--- src/rtl/signal_freq_meter.sv ---
// Frequency and peak-amplitude meter for the DDS sample stream: Schmitt zero-crossing
// detector feeding a saturating edge counter that is latched at the end of each gate window.
module signal_freq_meter #(
  parameter int unsigned GATE_CYCLES = 50_000_000,
  parameter logic [15:0] HYST        = 16'd1024,
  parameter int unsigned OUT_W       = 21
) (
  input  logic             clk,
  input  logic             reset,
  input  logic [15:0]      SignalIn,
  input  logic             Enable,
  output logic [OUT_W-1:0] FreqOut,
  output logic             FreqValid,
  output logic [15:0]      AmpMax,
  output logic [15:0]      AmpMin,
  output logic             Overflow
);

  localparam int unsigned GW = $clog2(GATE_CYCLES);
  localparam logic [GW-1:0] GateLast = GW'(GATE_CYCLES - 1);

  // Thresholds computed one bit wide and clamped so extreme HYST values stay in range.
  localparam logic [16:0] HiSum  = 17'h08000 + {1'b0, HYST};
  localparam logic [16:0] LoDiff = 17'h08000 - {1'b0, HYST};
  localparam logic [15:0] ThrHi  = HiSum[16] ? 16'hFFFF : HiSum[15:0];
  localparam logic [15:0] ThrLo  = LoDiff[16] ? 16'h0000 : LoDiff[15:0];

  typedef enum logic {StLow, StHigh} schmitt_e;

  schmitt_e         state;
  logic [15:0]      sreg;
  logic [GW-1:0]    gate_cnt;
  logic [OUT_W-1:0] edge_cnt;
  logic             sat_flag;
  logic [15:0]      run_max;
  logic [15:0]      run_min;

  logic             rise;
  logic [OUT_W:0]   cnt_sum;
  logic [OUT_W-1:0] cnt_sat;
  logic [15:0]      next_max;
  logic [15:0]      next_min;
  logic             gate_close;

  always_comb begin
    rise       = (state == StLow) && (sreg >= ThrHi);
    cnt_sum    = {1'b0, edge_cnt} + {{OUT_W{1'b0}}, rise};
    cnt_sat    = cnt_sum[OUT_W] ? {OUT_W{1'b1}} : cnt_sum[OUT_W-1:0];
    next_max   = (sreg > run_max) ? sreg : run_max;
    next_min   = (sreg < run_min) ? sreg : run_min;
    gate_close = Enable && (gate_cnt == GateLast);
  end

  always_ff @(posedge clk or negedge reset) begin
    if (!reset) begin
      sreg      <= 16'h0000;
      state     <= StLow;
      gate_cnt  <= '0;
      edge_cnt  <= '0;
      sat_flag  <= 1'b0;
      run_max   <= 16'h0000;
      run_min   <= 16'hFFFF;
      FreqOut   <= '0;
      FreqValid <= 1'b0;
      AmpMax    <= 16'h0000;
      AmpMin    <= 16'h0000;
      Overflow  <= 1'b0;
    end else begin
      sreg      <= SignalIn;
      FreqValid <= 1'b0;

      // Detector keeps tracking while disabled so the first gate sees a settled state.
      case (state)
        StLow:   if (sreg >= ThrHi) state <= StHigh;
        StHigh:  if (sreg <= ThrLo) state <= StLow;
        default: state <= StLow;
      endcase

      if (!Enable) begin
        gate_cnt <= '0;
        edge_cnt <= '0;
        sat_flag <= 1'b0;
        run_max  <= 16'h0000;
        run_min  <= 16'hFFFF;
      end else if (gate_close) begin
        // The close-cycle sample and edge belong to the gate being closed.
        FreqOut   <= cnt_sat;
        Overflow  <= sat_flag | cnt_sum[OUT_W];
        AmpMax    <= next_max;
        AmpMin    <= next_min;
        FreqValid <= 1'b1;
        gate_cnt  <= '0;
        edge_cnt  <= '0;
        sat_flag  <= 1'b0;
        run_max   <= 16'h0000;
        run_min   <= 16'hFFFF;
      end else begin
        gate_cnt <= gate_cnt + 1'b1;
        edge_cnt <= cnt_sat;
        sat_flag <= sat_flag | cnt_sum[OUT_W];
        run_max  <= next_max;
        run_min  <= next_min;
      end
    end
  end

endmodule

--- config.mk ---
export PLATFORM = sky130hd
export DESIGN_NAME = signal_freq_meter
export DESIGN_NICKNAME = d
export VERILOG_FILES = /design/src/rtl/signal_freq_meter.sv
export SDC_FILE = /design/constraint.sdc
export NUM_CORES = 1
export LEC_CHECK = 0
export CAP_MARGIN = 5
export CORE_ASPECT_RATIO = 0.9
export CORE_UTILIZATION = 61
export CTS_CLUSTER_DIAMETER = 30
export CTS_CLUSTER_SIZE = 10
export DETAILED_ROUTE_END_ITERATION = 7
export PLACE_DENSITY = 0.82
export SLEW_MARGIN = 20
export SYNTH_ARGS = -nofsm -noshare
export SYNTH_HDL_FRONTEND = slang
export SYNTH_SLANG_ARGS = --single-unit
--- constraint.sdc ---
create_clock -name clk -period 3.7 [get_ports clk]
set_input_delay 0.74 -clock clk [delete_from_list [all_inputs] [get_ports clk]]
set_output_delay 0.74 -clock clk [all_outputs]
set_load 0.01 [all_outputs]
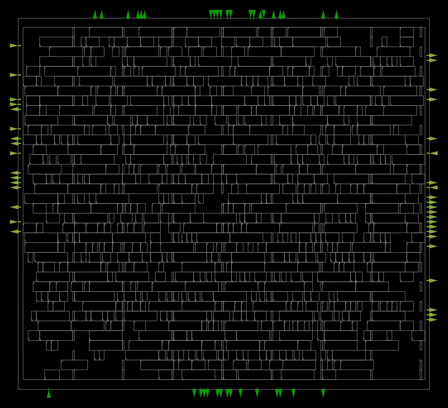
Figure 1: placement view.
register share of the cell area: 45.4%
utilization after layout: 77.0%

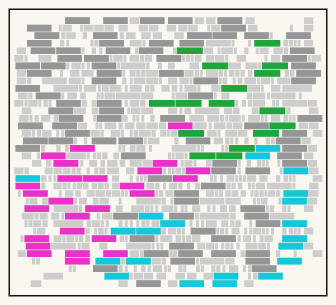
Figure 2: register map, names as in the netlist.
signal	color	placed flops
FreqOut	cyan	21
run_min	green	16
gate_cnt	magenta	26
Flop area: 3820 um^2
reported sequential group power: 0.00176 W

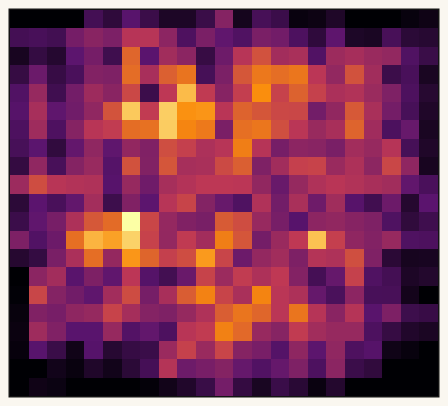
Figure 3: signal metal coverage by tile.
The die is cut into 23 by 21 equal tiles; black is low, pale yellow is high, scaled to the fullest tile. Values are wire area over tile area, all layers added.
nearly empty tiles	5.8%
fullest tile	0.57
tiles over half the peak	20%
Avg WL per Cell: 15.9 um
All-Layer GR Usage: 27.5%
final routed wirelength across all metal layers: 14600 um

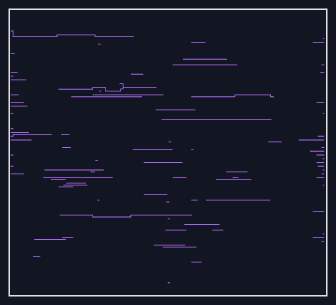
Figure 4: met3 routing.
main direction	horizontal
share of all routed wire	4.5%
longest straight run	39.6 um
vias after detailed routing: 5150
global-route track usage on met3: 6.35%

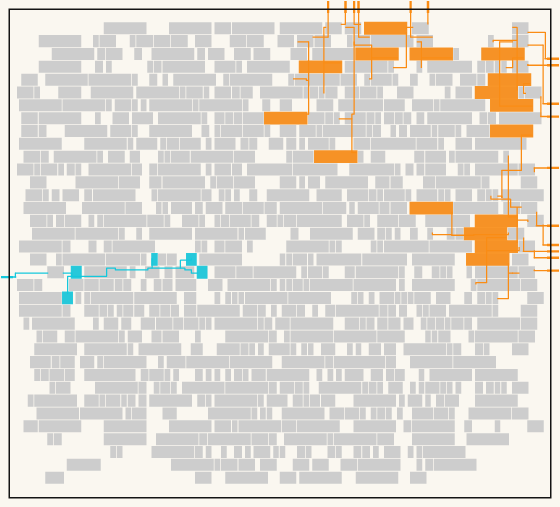
Figure 5: wires at chosen ports, followed through buffers.
port	color	bits	direction	end cells	wire
AmpMin	orange	16	output	16	380 um
Enable	cyan	1	input	5	52.1 um
number of buffers added on ports: 73
I/O pin total: 74

==> results.yml <==
# synthesis and place-and-route metrics
power:
  power.density_cell_area_nw_per_um2: 457
  power-top-group: "the clock network"
  finalPower_w: 0.00385
  internal-power_w: 0.00296
  power.ir.vdd_worst_uv: 464
  p_comb_w: 0.000309
  power.share.switching_pct: 23.1
  power_switching_w: 0.000888
  leakage_nw: 3.88
final_layout:
  comb_area_share_pct: 33.4
  layout_top_cells: "136 x sky130_fd_sc_hd__dfrtp_1, 114 x sky130_fd_sc_hd__nor2_1, 72 x sky130_fd_sc_hd__clkdlybuf4s50_1, 71 x sky130_fd_sc_hd__nand2_1, 43 x sky130_fd_sc_hd__inv_1"
  fin_area_um2: 8430
  nMultiInputCombCells: 460
  mostFrequentLayoutCell: "sky130_fd_sc_hd__dfrtp_1"
  nonClockBufferCount: 81
  inverters: 43
  largest_register_ff_count: 26
  layout.clock_buffers: 21
  flops: 152
  largest_register: "gate_cnt"
  clk_share_pct: 7.32
run:
  openroad.warnings: 28
synth:
  synth_area_um2: 6940
  synthAdderAreaFrac_pct: 6.13
  synth.most_common_cell: "sky130_fd_sc_hd__dfrtp_1"
  ys.warnings.count: 0
  yosys-top-cells-count: "136 x sky130_fd_sc_hd__dfrtp_1, 114 x sky130_fd_sc_hd__nor2_1, 72 x sky130_fd_sc_hd__nand2_1"
  synth_area_per_cell_um2: 10.2
  flop_cell: "sky130_fd_sc_hd__dfrtp_1"
  ys_sh_simple_pct: 18.1
  ys_sh_mux_pct: 4.76
  edf_count: 0
  yosys-stat-area_um2: 6940
  synth_area_leader_cell: "sky130_fd_sc_hd__dfrtp_1"
  yosys.area.top_type_share_pct: 49.1
  synth_cell_type_count: 50
clock_network:
  clk_transition_reported_paths_ns: 0.06
  cts_tree: "built"
  ctsHoldBuffers: 0
  cts.repair_timing.setup_buffer_count: 0
  clkSinkCount: 152
  cts_resized: 0
  cts-htree-levels: 4
placed_design:
  detailed_place.area_um2: 7810
  place.gp.congestion: 0.838
critical_path:
  reg2reg_to: "FreqOut[4]"
  timing.rr.start: "sreg[13]"
  cp.depth: 10
  r2r_setup_slk_ns: 0.71
  endpoint_of_the_worst_setup_timing_path: "FreqOut[4]"
  worst_ep_required_time_ns: 4.03
  critPathKind: "flip-flop to flip-flop"
  critical_path.max_fanout: 10
  worst_setup_path_start_kind: "flip-flop"
  reg2regPathDepth: 10
sta:
  worst_clock_skew_ns: 0.00894
  finalCriticalPeriod_ns: 2.99
  hold_violations: 0
  unrepaired_setup_endpoints_after_global_routing: "no"
  tightestPinTransition_ns: 0.888
  worst_hold_slack_after_final_layout_ns: 0.240
  max-slew-margin-rel_pct: 40.8
  tns_ns: 0
min_path:
  timing.hold.worst.class: "input pin to async pin"
drt:
  detailedRoute.firstPassIterationCount: 4
  detail_route.drc_violations: 0
  drtAntennaViolNets: 0
  top_layer: "met4"
grt:
  grt_first_pass_wirelength_um: 24600
  globalRoute.totalOverflow: 0
  grt_max_degree: 107
  number_of_global_route_vias_before_repair: 5204
  globalRouteMet2Util_pct: 44.8
die:
  die-width_um: 114
  chipHeight_um: 103
  rows: 36
run_status:
  run_status: "complete, no violations"
Power figures rest on the tool's default switching activity, not on a simulated workload.
